Fig. 1: ports around the boundary
Drawn at 2 px/micron. Pins as bars across the die edge, other pins in grey.
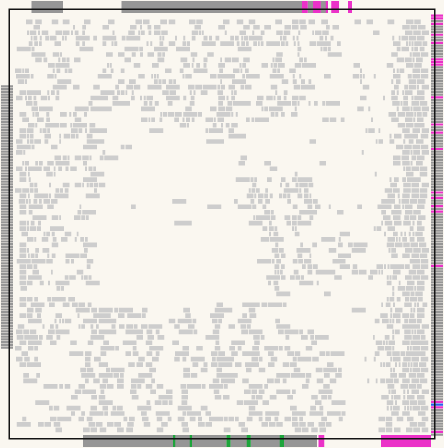
Fig. 2: cell placement
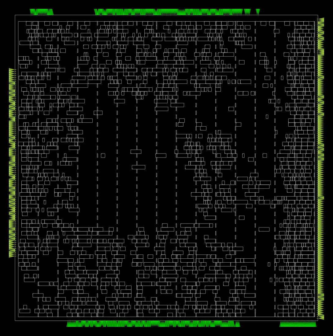
Fig. 3: I/O nets highlighted
Drawn at 1 px/micron.
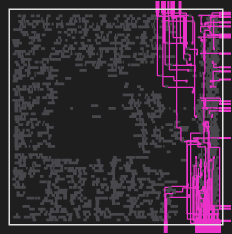
Fig. 4: gate families picked out
Drawn at 2 px/micron.
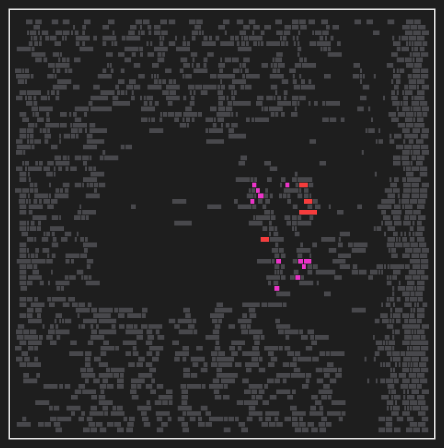
`src/rtl/ysyx_22040386_mem_arb.sv`:
```
// ---------------------------------------------------------------------------
// ysyx_22040386_mem_arb
//
// Shares one memory request/response port between instruction fetch (IF) and
// load/store (LS). Only one transaction is in flight at a time. The FSM runs
// IDLE -> ISSUE -> WAIT -> IDLE.
//
// Arbitration happens in IDLE. A lone requester is granted directly. When both
// request, the one that was not granted last time wins. The granted request's
// fields are latched, so requesters only need to hold them until they see
// req_ready.
//
// A timeout counter bounds the time spent in ISSUE+WAIT. The owner then gets an
// error response instead of hanging forever.
//
// Ports
//   clk, rst                      clock, synchronous active-high reset
//   if_req_*  / if_resp_*         fetch request (read only) and response
//   ls_req_*  / ls_resp_*         load/store request and response
//   mem_req_* / mem_resp_*        shared memory port
//   busy                          a transaction is in flight (state != IDLE)
//
// Parameter
//   TIMEOUT   number of ISSUE+WAIT cycles allowed before the abort cycle.
//             The counter is 8 bits, so TIMEOUT must be in 0..255.
// ---------------------------------------------------------------------------
module ysyx_22040386_mem_arb #(
  parameter int TIMEOUT = 255
) (
  input  logic        clk,
  input  logic        rst,

  input  logic        if_req_valid,
  output logic        if_req_ready,
  input  logic [63:0] if_req_addr,
  output logic        if_resp_valid,
  output logic [63:0] if_resp_data,
  output logic        if_resp_err,

  input  logic        ls_req_valid,
  output logic        ls_req_ready,
  input  logic [63:0] ls_req_addr,
  input  logic        ls_req_wen,
  input  logic [63:0] ls_req_wdata,
  input  logic [7:0]  ls_req_wmask,
  output logic        ls_resp_valid,
  output logic [63:0] ls_resp_data,
  output logic        ls_resp_err,

  output logic        mem_req_valid,
  input  logic        mem_req_ready,
  output logic [63:0] mem_req_addr,
  output logic        mem_req_wen,
  output logic [63:0] mem_req_wdata,
  output logic [7:0]  mem_req_wmask,
  input  logic        mem_resp_valid,
  input  logic [63:0] mem_resp_data,

  output logic        busy
);

  localparam logic [1:0] S_IDLE  = 2'd0;
  localparam logic [1:0] S_ISSUE = 2'd1;
  localparam logic [1:0] S_WAIT  = 2'd2;

  // Owner / last-grant encoding. It doubles as the index into resp_sel.
  localparam logic OWN_IF = 1'b0;
  localparam logic OWN_LS = 1'b1;

  localparam logic [7:0] TIMEOUT_C = 8'(TIMEOUT);

  logic [1:0]  state_q, state_d;
  logic        owner_q, owner_d;
  logic        last_grant_q, last_grant_d;
  logic [7:0]  cnt_q, cnt_d;
  logic [63:0] addr_q, addr_d;
  logic        wen_q, wen_d;
  logic [63:0] wdata_q, wdata_d;
  logic [7:0]  wmask_q, wmask_d;

  logic        in_idle;
  logic        active;
  logic        grant_if;
  logic        grant_ls;
  logic        grant_any;
  logic        timeout_hit;
  logic        resp_hit;
  logic        abort;
  logic        finish;
  logic [63:0] resp_data;
  logic [1:0]  resp_sel;

  // -------------------------------------------------------------------------
  // Arbitration
  // -------------------------------------------------------------------------
  // Every output is gated with !rst. The registers only clear at the first
  // reset edge, so without the gate stale values could appear while rst is
  // held high.
  assign in_idle = (state_q == S_IDLE) & ~rst;
  assign active  = (state_q != S_IDLE) & ~rst;

  // On a tie, the requester that is not last_grant wins. With a single
  // requester, last_grant is irrelevant.
  assign grant_if = in_idle & if_req_valid &
                    (~ls_req_valid | (last_grant_q == OWN_LS));
  assign grant_ls = in_idle & ls_req_valid &
                    (~if_req_valid | (last_grant_q == OWN_IF));
  assign grant_any = grant_if | grant_ls;

  assign if_req_ready = grant_if;
  assign ls_req_ready = grant_ls;

  // -------------------------------------------------------------------------
  // Completion: normal response or timeout abort
  // -------------------------------------------------------------------------
  // cnt_q counts ISSUE/WAIT cycles already spent. When it equals TIMEOUT, the
  // transaction has used its whole allowance and this cycle aborts.
  assign timeout_hit = active & (cnt_q == TIMEOUT_C);

  // Responses count only in WAIT. A response that lands on the timeout cycle
  // still wins over the abort.
  assign resp_hit = (state_q == S_WAIT) & ~rst & mem_resp_valid;
  assign abort    = timeout_hit & ~resp_hit;
  assign finish   = resp_hit | abort;

  // Write responses and aborts return zero data.
  assign resp_data = (resp_hit & ~wen_q) ? mem_resp_data : 64'd0;

  // Steer the completion pulse to the owner only.
  for (genvar gi = 0; gi < 2; gi++) begin : g_resp_sel
    assign resp_sel[gi] = finish & (owner_q == 1'(gi));
  end

  assign if_resp_valid = resp_sel[OWN_IF];
  assign if_resp_err   = resp_sel[OWN_IF] & abort;
  assign if_resp_data  = resp_sel[OWN_IF] ? resp_data : 64'd0;

  assign ls_resp_valid = resp_sel[OWN_LS];
  assign ls_resp_err   = resp_sel[OWN_LS] & abort;
  assign ls_resp_data  = resp_sel[OWN_LS] ? resp_data : 64'd0;

  // -------------------------------------------------------------------------
  // Memory request port
  // -------------------------------------------------------------------------
  // The request is withdrawn on the abort cycle. Memory can then never accept
  // a transaction that the owner has already been told failed.
  assign mem_req_valid = (state_q == S_ISSUE) & ~rst & ~timeout_hit;
  assign mem_req_addr  = rst ? 64'd0 : addr_q;
  assign mem_req_wen   = ~rst & wen_q;
  assign mem_req_wdata = rst ? 64'd0 : wdata_q;
  assign mem_req_wmask = rst ? 8'd0 : wmask_q;

  assign busy = active;

  // -------------------------------------------------------------------------
  // Next-state logic
  // -------------------------------------------------------------------------
  always_comb begin
    state_d      = state_q;
    owner_d      = owner_q;
    last_grant_d = last_grant_q;
    cnt_d        = cnt_q;
    addr_d       = addr_q;
    wen_d        = wen_q;
    wdata_d      = wdata_q;
    wmask_d      = wmask_q;

    case (state_q)
      S_IDLE: begin
        if (grant_any) begin
          state_d      = S_ISSUE;
          owner_d      = grant_ls ? OWN_LS : OWN_IF;
          last_grant_d = grant_ls ? OWN_LS : OWN_IF;
          cnt_d        = 8'd0;
          if (grant_ls) begin
            addr_d  = ls_req_addr;
            wen_d   = ls_req_wen;
            wdata_d = ls_req_wdata;
            wmask_d = ls_req_wmask;
          end else begin
            // Fetches are always plain reads.
            addr_d  = if_req_addr;
            wen_d   = 1'b0;
            wdata_d = 64'd0;
            wmask_d = 8'd0;
          end
        end
      end

      S_ISSUE: begin
        cnt_d = cnt_q + 8'd1;
        if (timeout_hit) begin
          state_d = S_IDLE;
        end else if (mem_req_ready) begin
          state_d = S_WAIT;
        end
      end

      S_WAIT: begin
        cnt_d = cnt_q + 8'd1;
        if (finish) begin
          state_d = S_IDLE;
        end
      end

      default: begin
        state_d = S_IDLE;
      end
    endcase
  end

  // -------------------------------------------------------------------------
  // State registers
  // -------------------------------------------------------------------------
  // On reset, last_grant is set to LS so that IF wins the first tie.
  always_ff @(posedge clk) begin
    if (rst) begin
      state_q      <= S_IDLE;
      owner_q      <= OWN_IF;
      last_grant_q <= OWN_LS;
      cnt_q        <= 8'd0;
      addr_q       <= 64'd0;
      wen_q        <= 1'b0;
      wdata_q      <= 64'd0;
      wmask_q      <= 8'd0;
    end else begin
      state_q      <= state_d;
      owner_q      <= owner_d;
      last_grant_q <= last_grant_d;
      cnt_q        <= cnt_d;
      addr_q       <= addr_d;
      wen_q        <= wen_d;
      wdata_q      <= wdata_d;
      wmask_q      <= wmask_d;
    end
  end

endmodule

```
`config.mk`:
```
export PLATFORM = sky130hd
export DESIGN_NAME = ysyx_22040386_mem_arb
export DESIGN_NICKNAME = d
export VERILOG_FILES = /design/src/rtl/ysyx_22040386_mem_arb.sv
export SDC_FILE = /design/constraint.sdc
export NUM_CORES = 1
export LEC_CHECK = 0
export CORE_AREA = 2 2 210 212
export CTS_CLUSTER_DIAMETER = 120
export DETAILED_ROUTE_END_ITERATION = 10
export DIE_AREA = 0 0 212 214
export HOLD_SLACK_MARGIN = 0.06
export PLACE_DENSITY = 0.43
export RECOVER_POWER = 50
export SLEW_MARGIN = 15
export SYNTH_ARGS = -nofsm -noshare
export SYNTH_HDL_FRONTEND = slang
export SYNTH_SLANG_ARGS = --single-unit
```
`constraint.sdc`:
```
create_clock -name clk -period 3.2 [get_ports clk]
set_clock_uncertainty 0.2 [all_clocks]
set_input_delay 0.64 -clock clk [delete_from_list [all_inputs] [get_ports clk]]
set_output_delay 0.64 -clock clk [all_outputs]
set_load 0.02 [all_outputs]
```
==> flow_summary.toml <==
# flow metrics
[outcome]
status = "finished with violations"
violations = "negative setup slack"

[placement]
io_buffer_count = 543

[power]
ir_drop_uv = 306.2

[setup_path]
crit_end = "if_resp_data[14]"
cp_top_family = "simple AND/OR/NAND/NOR gates"
critPathKind = "reg -> out"
reg2reg_to = "cnt_q[5]$_SDFFE_PP0P_"

[clock_tree]
ctsHtreeMaxLevel = 4
cts-root-buf = "clkbuf_16"

[hold_path]
holdCritStartpoint = "cnt_q[7]$_SDFFE_PP0P_"

[yosys]
ys.flops = 149
syn-instance-count = 976

[timing]
worst_slack_ns = -0.1356
finalSetupViolCount = 133
min_period_ns = 3.336
hold_viol_final = 0

[floorplanning]
die_w_microns = 212

[grt]
grt_start_max_net_pins = 148

[detailed_routing]
wl_per_cell_microns = 18.44
-- Fig. 1 (at the start) --
[mem_req_wmask] green | pins: 8 | direction: output | edge: bottom
[busy] blue | pins: 1 | direction: output | edge: right
[mem_resp_data] magenta | pins: 64 | direction: input | edge: 30 bottom, 20 right, 14 top

-- Fig. 2 (at the start) --
Fill cells: 4,404
flop share of the area: 0.1980
core box area: 42,890 sq um
row count: 76

-- Fig. 3 (at the start) --
[mem_resp_data] magenta | direction: input | edge: 30 bottom, 20 right, 14 top | end cells: 64 | buffers: 64 | wire: 3,680 microns

-- Fig. 4 (at the start) --
[fa/ha/maj cells] red | cells: 4 | most used: ha_1
[and/or cells] magenta | cells: 11 | most used: or4_1
most frequent logic cell in the layout: clkdlybuf4s50_1
Comb area share: 0.3012
count of non-filler cells in the finished layout: 2,111

-- cells by family (layout without fill, tap and decap cells) --
| family | after synthesis | in the layout | share of synthesized area |
|---|---|---|---|
| flip-flops | 149 | 149 | 0.4078 |
| AND-OR/OR-AND | 227 | 228 | 0.2092 |
| other | 0 | 4 | 0 |
| adder cells (fa/ha/maj) | 4 | 4 | 0.006843 |
| AND/OR/NAND/NOR | 496 | 496 | 0.3125 |
| buffers and inverters | 100 | 645 | 0.06363 |
-- sequential cells by signal, indices dropped and copies added, names as in the netlist --
name	cells
addr_q	64
state_q	2
owner_q	1
cnt_q	8
wen_q	1
wdata_q	64
last_grant_q	1
wmask_q	8
-- where the power goes --
group	internal (uW)	leakage, uW	total, uW	switching [uW]
combinational	810	0.00399	1560	755
clock	1190	0.000291	2140	942
sequential	2050	0.00122	2120	66.2
-- worst reg2reg max path, stage by stage (launching register included) --
cell	delay, ns
dfxtp_2	0.32
inv_2	0.07
ha_4	0.14
buf_4	0.09
buf_4	0.09
buf_4	0.13
nor2b_1	0.27
buf_4	0.17
a21oi_1	0.06
buf_4	0.17
or4_1	0.47
a21oi_1	0.15
-- per-layer routing --
metal	vias to the layer above	part of all wire
li1	4345	-
met1	4125	0.37
met2	332	0.54
met3	33	0.068
met4	0	0.017
met5	-	0
-- layout by cell type (no fill, tap or decap), types with 4 or more instances in the layout --
cell type        synthesis  layout
diode_2                  0       4
o21ai_0                 67      67
dfxtp_1                149     147
a31oi_1                 66      66
o31ai_1                  5       5
nor2_1                 131      45
a22o_1                  74      74
nor2_2                   0      11
nor2_4                   0      75
inv_6                    0       6
or4_1                    5       4
inv_1                   11       7
buf_4                    1      82
nand3_1                  6       5
clkdlybuf4s50_1          0     407
nand2_1                198     197
buf_6                   11      91
buf_12                   0      15
nor2b_1                139     137
clkbuf_16                0      19
a21oi_1                  8       8
-- metrics by stage --
stage	hold slack (ns)	TNS [ns]	utilization	setup WS (ns)	area, sq um
after floorplan	0.2519	0	-	0.05201	7315
after global placement	0.2644	-51.89	0.3169	-0.4966	13590
after detailed placement	0.2749	-55.27	0.3169	-0.5367	13590
after CTS	0.2849	-18.68	0.3358	-0.1835	14400
after global routing	0.3179	-20.37	0.3516	-0.2046	15080
final	0.2762	-10.10	0.3516	-0.1356	15080
-- what timing repair did --
| action | in CTS | in global routing |
|---|---|---|
| gates resized | 776 | 152 |
| pin swaps | 31 | 42 |
| gates cloned | 3 | 3 |
| endpoints found under the hold margin | 0 | 0 |
| buffers inserted | 4 | 3 |
| setup endpoints to repair | 133 | 135 |
-- area by class of cell --
class / instances / area (sq um) / area share
Timing Repair Buffer: 602 / 6165 / 0.4089
Multi-Input combinational cell: 728 / 4541 / 0.3012
Sequential cell: 149 / 2985 / 0.1980
Tap cell: 585 / 732.0 / 0.04855
Clock buffer: 18 / 439.2 / 0.02913
Clock inverter: 14 / 161.4 / 0.01071
Inverter: 11 / 43.79 / 0.002905
Antenna cell: 4 / 10.01 / 0.0006639
Power figures rest on the tool's default switching activity, not on a simulated workload.
